class_map.png
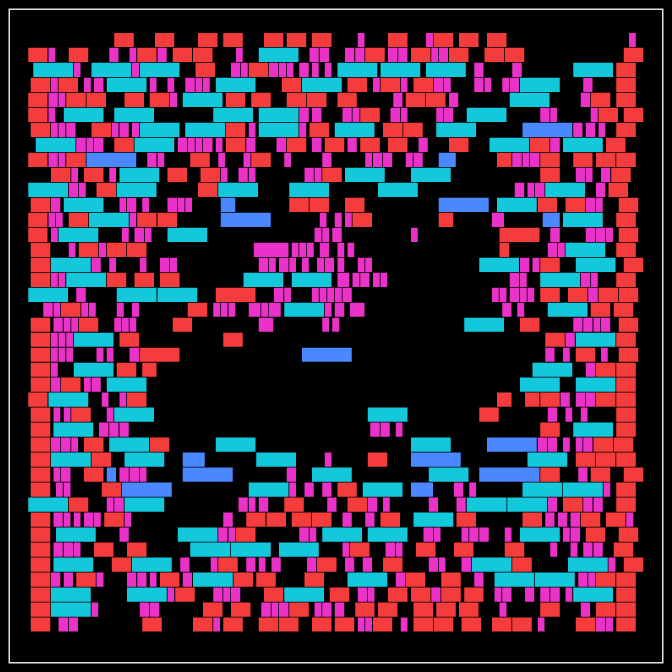
ff_map.png
Other sequential cells in the stronger grey, the rest of the logic in the fainter grey.
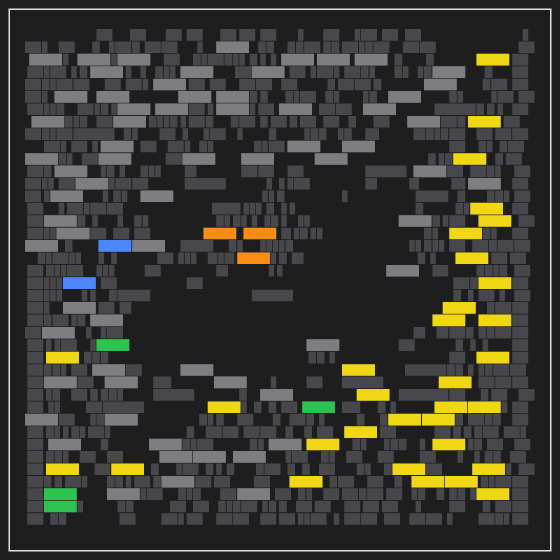
<file path="src/rtl/cbi980_axil_master.sv">
// cbi980_axil_master: single-outstanding AXI4-Lite initiator driven by a valid/ready command port
// Ports:
//   aclk_i, arstn_i              clock, synchronous active-low reset
//   cmd_*                        command in (we/addr/wdata/wstrb), cmd_ready_o accepts
//   rsp_*                        response out (we echo, rdata, resp), rsp_ready_i consumes
//   aw*/w*/b*/ar*/r*             AXI4-Lite master channels
module cbi980_axil_master #(
   parameter logic [2:0] AXI_PROT  = 3'b000,
   parameter logic [3:0] AXI_CACHE = 4'b0000
) (
   input  logic        aclk_i,
   input  logic        arstn_i,
   input  logic        cmd_valid_i,
   output logic        cmd_ready_o,
   input  logic        cmd_we_i,
   input  logic [31:0] cmd_addr_i,
   input  logic [31:0] cmd_wdata_i,
   input  logic [3:0]  cmd_wstrb_i,
   output logic        rsp_valid_o,
   input  logic        rsp_ready_i,
   output logic        rsp_we_o,
   output logic [31:0] rsp_rdata_o,
   output logic [1:0]  rsp_resp_o,
   output logic [31:0] awaddr_o,
   output logic [2:0]  awprot_o,
   output logic [3:0]  awcache_o,
   output logic        awvalid_o,
   input  logic        awready_i,
   output logic [31:0] wdata_o,
   output logic [3:0]  wstrb_o,
   output logic        wvalid_o,
   input  logic        wready_i,
   input  logic [1:0]  bresp_i,
   input  logic        bvalid_i,
   output logic        bready_o,
   output logic [31:0] araddr_o,
   output logic [2:0]  arprot_o,
   output logic [3:0]  arcache_o,
   output logic        arvalid_o,
   input  logic        arready_i,
   input  logic [31:0] rdata_i,
   input  logic [1:0]  rresp_i,
   input  logic        rvalid_i,
   output logic        rready_o
);
   typedef enum logic [2:0] {IDLE, WR_REQ, WR_RESP, RD_REQ, RD_DATA, RSP} state_t;
   state_t      state_q, state_d;
   logic [31:0] addr_q, addr_d, wdata_q, wdata_d, rdata_q, rdata_d;
   logic [3:0]  wstrb_q, wstrb_d;
   logic [1:0]  resp_q, resp_d;
   logic        we_q, we_d, aw_done_q, aw_done_d, w_done_q, w_done_d;
   always_ff @(posedge aclk_i) begin
      if (!arstn_i) begin
         state_q   <= IDLE;
         addr_q    <= '0;
         wdata_q   <= '0;
         wstrb_q   <= '0;
         rdata_q   <= '0;
         resp_q    <= '0;
         we_q      <= 1'b0;
         aw_done_q <= 1'b0;
         w_done_q  <= 1'b0;
      end else begin
         state_q   <= state_d;
         addr_q    <= addr_d;
         wdata_q   <= wdata_d;
         wstrb_q   <= wstrb_d;
         rdata_q   <= rdata_d;
         resp_q    <= resp_d;
         we_q      <= we_d;
         aw_done_q <= aw_done_d;
         w_done_q  <= w_done_d;
      end
   end
   always_comb begin
      state_d   = state_q;
      addr_d    = addr_q;
      wdata_d   = wdata_q;
      wstrb_d   = wstrb_q;
      rdata_d   = rdata_q;
      resp_d    = resp_q;
      we_d      = we_q;
      aw_done_d = aw_done_q;
      w_done_d  = w_done_q;
      case (state_q)
         IDLE: if (cmd_valid_i) begin
            addr_d    = cmd_addr_i;
            wdata_d   = cmd_wdata_i;
            wstrb_d   = cmd_wstrb_i;
            we_d      = cmd_we_i;
            aw_done_d = 1'b0;
            w_done_d  = 1'b0;
            state_d   = cmd_we_i ? WR_REQ : RD_REQ;
         end
         WR_REQ: begin
            // the valid of a done channel is already low, so OR-ing the ready is safe
            aw_done_d = aw_done_q | awready_i;
            w_done_d  = w_done_q | wready_i;
            state_d   = (aw_done_d && w_done_d) ? WR_RESP : WR_REQ;
         end
         WR_RESP: if (bvalid_i) begin
            resp_d  = bresp_i;
            rdata_d = '0;
            state_d = RSP;
         end
         RD_REQ: state_d = arready_i ? RD_DATA : RD_REQ;
         RD_DATA: if (rvalid_i) begin
            resp_d  = rresp_i;
            rdata_d = rdata_i;
            state_d = RSP;
         end
         RSP: state_d = rsp_ready_i ? IDLE : RSP;
         default: state_d = IDLE;
      endcase
   end
   assign cmd_ready_o = state_q == IDLE;
   assign rsp_valid_o = state_q == RSP;
   assign rsp_we_o    = we_q;
   assign rsp_rdata_o = rdata_q;
   assign rsp_resp_o  = resp_q;
   assign awaddr_o    = addr_q;
   assign awprot_o    = AXI_PROT;
   assign awcache_o   = AXI_CACHE;
   assign awvalid_o   = state_q == WR_REQ && !aw_done_q;
   assign wdata_o     = wdata_q;
   assign wstrb_o     = wstrb_q;
   assign wvalid_o    = state_q == WR_REQ && !w_done_q;
   assign bready_o    = state_q == WR_RESP;
   assign araddr_o    = addr_q;
   assign arprot_o    = AXI_PROT;
   assign arcache_o   = AXI_CACHE;
   assign arvalid_o   = state_q == RD_REQ;
   assign rready_o    = state_q == RD_DATA;
endmodule

</file>
<file path="config.mk">
export PLATFORM = sky130hd
export DESIGN_NAME = cbi980_axil_master
export DESIGN_NICKNAME = d
export VERILOG_FILES = /design/src/rtl/cbi980_axil_master.sv
export SDC_FILE = /design/constraint.sdc
export NUM_CORES = 1
export LEC_CHECK = 0
export ABC_AREA = 1
export CAP_MARGIN = 20
export CORE_MARGIN = 3
export CORE_UTILIZATION = 35
export DETAILED_ROUTE_END_ITERATION = 8
export MAX_ROUTING_LAYER = met4
export PLACE_DENSITY = 0.81
export SYNTH_ARGS = -nofsm -noshare
export SYNTH_HDL_FRONTEND = slang
export SYNTH_SLANG_ARGS = --single-unit
</file>
<file path="constraint.sdc">
create_clock -name aclk_i -period 3.05 [get_ports aclk_i]
set_clock_uncertainty 0.05 [all_clocks]
set_input_delay 0.915 -clock aclk_i [delete_from_list [all_inputs] [get_ports aclk_i]]
set_output_delay 0.915 -clock aclk_i [all_outputs]
set_load 0.02 [all_outputs]
</file>
==> metrics.cfg <==
[run_status]
status=complete, no violations

[synth]
top_logic_kind=simple AND/OR/NAND/NOR gates
mux_share=0
yosysWarningCount=0
synth_area_um2=4420
ys_area_um2=4420
ys_seq_frac=0.490
synth_cells=576

[hold_path]
whs_path_depth=2
min_to=wdata_o[16]$_SDFFE_PN0P_
hp-class=reg -> reg
hp-start=wdata_o[16]$_SDFFE_PN0P_

[power_and_ir_drop]
power.density_nw_per_um2=767
p_int_mw=3.30
netSwitchingFraction=0.392
power.share.sequential=0.336
power.switching_mw=2.12
power_mw=5.42
ir_drop_v=0.000416
combPwrFrac=0.444

[final_layout]
fillCellCount=1104
drive_above_1_share=0.0422
area_growth_pct=60.1

[route]
viasPerCell=4.66
drtAntennaViolNets=0
routed_wl_um=13700
drtPass1Iterations=4
post_drt_wl_per_cell_um=14.4

[placement]
routabilityCongestion=0.758
port_buffers=255

[floorplanning]
rows=40
die_w_um=118
fp_util=0.363
coreArea_um2=12200
io-pin-count=270
die-area_um2=14000

[clock_tree]
post_cts_resized=0
hold_buffers=0
postCtsSetupBuffers=0
cts_inserted_buffers=9
clockRootBuffer=clkbuf_16
cts_tree=built
clkSinkCount=108

[global_routing]
grt_overflow=0
grt_pass1_wl_um=21300
antenna_found_initial=0
grt.total_usage=0.193
grt_pass1_vias=4139

[worst_setup_path]
path_max_fanout=4
worstPathRequired_ps=2080
cpPeakStageDelay_ps=610
criticalPathCategory=reg -> out
cpMaxStageDelayCell=clkdlybuf4s50_1
rrSetupSlack_ps=1190

[sta]
fmax_mhz=360
rsz0062_at_grt=false
hold_violations=0
hold_ws_ps=410
tns_ps=0
final-setup-viol-count=0
slew_headroom=0.519

[run]
warnings=26

Notes on class_map.png above:
| colour | class | cells |
|---|---|---|
| red | remaining buffers and delay cells | 263 |
| cyan | registers | 108 |
| blue | clock drivers and dummy loads | 16 |
| magenta | remaining logic cells | 395 |

Notes on ff_map.png above:
| colour | name in the netlist | placed flops |
|---|---|---|
| blue | rsp_resp_o | 2 |
| yellow | araddr_o | 32 |
| green | wstrb_o | 4 |
| orange | state_q | 3 |
not coloured: 67

synthesized netlist by cell type:
cell	number	area, um^2
nand2_1	159	597
dfxtp_1	108	2160
a21oi_1	106	531
nand3_1	75	375
buf_4	53	398
clkbuf_1	18	67.6
nor2_1	17	63.8
buf_2	12	60.1
inv_1	11	41.3
inv_2	4	15.0
buf_6	3	33.8
nand2_2	2	12.5
nand3b_1	2	15.0
o21ai_0	2	10.0
conb_1	1	3.75
nand3_4	1	17.5
nand4_1	1	6.26
nor2_2	1	6.26
area by class of cell:
class / count / area, um^2 / area share
multi-input combinational: 380 / 1690 / 0.239
timing repair buffer: 263 / 2650 / 0.374
inverter: 15 / 57.6 / 0.00814
clock inverter: 7 / 82.6 / 0.0117
sequential: 108 / 2160 / 0.306
tap: 168 / 210 / 0.0297
clock buffer: 9 / 225 / 0.0319
flip-flops by register name (all words and copies together), names as in the netlist:
name	cells
rsp_resp_o	2
state_q	3
araddr_o	32
aw_done_q	1
rsp_we_o	1
wstrb_o	4
wdata_o	32
rsp_rdata_o	32
w_done_q	1
cells by family (layout without fill, tap and decap cells):
| logic type | Yosys count | in the layout |
|---|---|---|
| compound gates | 108 | 108 |
| buf+inv | 101 | 294 |
| flops | 108 | 108 |
| other cells | 1 | 14 |
| simple gates | 258 | 258 |
metal layers:
metal  vias up  global-route usage  part of all wire
li1       2217                   -                 -
met1      2006               0.215              0.42
met2       192               0.322              0.48
met3        16              0.0742             0.089
met4         0              0.0542             0.015
met5         -                   -                 0
per-stage QoR:
stage / area [um^2] / utilization / cells
floorplan: 4460 / - / 589
global placement: 6760 / 0.556 / 934
detailed placement: 6760 / 0.556 / 934
CTS: 7070 / 0.581 / 950
global route: 7070 / 0.581 / 950
finish: 7070 / 0.581 / 950
power groups by stage:
| stage | sequential, mW | clock [mW] | combinational [mW] |
|---|---|---|---|
| after floorplan | 2.09 | 0 | 1.30 |
| after global placement | 1.84 | 0 | 2.41 |
| after detailed placement | 1.85 | 0 | 2.43 |
| after CTS | 1.82 | 1.24 | 2.43 |
| after global routing | 1.85 | 1.29 | 2.60 |
| final | 1.82 | 1.19 | 2.41 |
worst max path at each step:
stage / start / slack [ps] / cells after the start / endpoint
floorplan: state_q[1]$_SDFFE_PN0P_ / 1180 / 4 / cmd_ready_o
global placement: rvalid_i / 670 / 5 / rsp_resp_o[0]$_SDFFE_PN0P_
detailed placement: rvalid_i / 630 / 5 / rsp_rdata_o[18]$_SDFFE_PN0P_
CTS: state_q[1]$_SDFFE_PN0P_ / 260 / 4 / rready_o
global route: state_q[1]$_SDFFE_PN0P_ / 140 / 4 / rready_o
finish: state_q[1]$_SDFFE_PN0P_ / 270 / 4 / rready_o
worst max-delay path: cells and delay by family (launching register included):
kind / cells / cell delay [ps]
buf+inv: 2 / 740
flops: 1 / 350
simple gates: 2 / 370
Power is estimated from default activity; no workload was simulated.
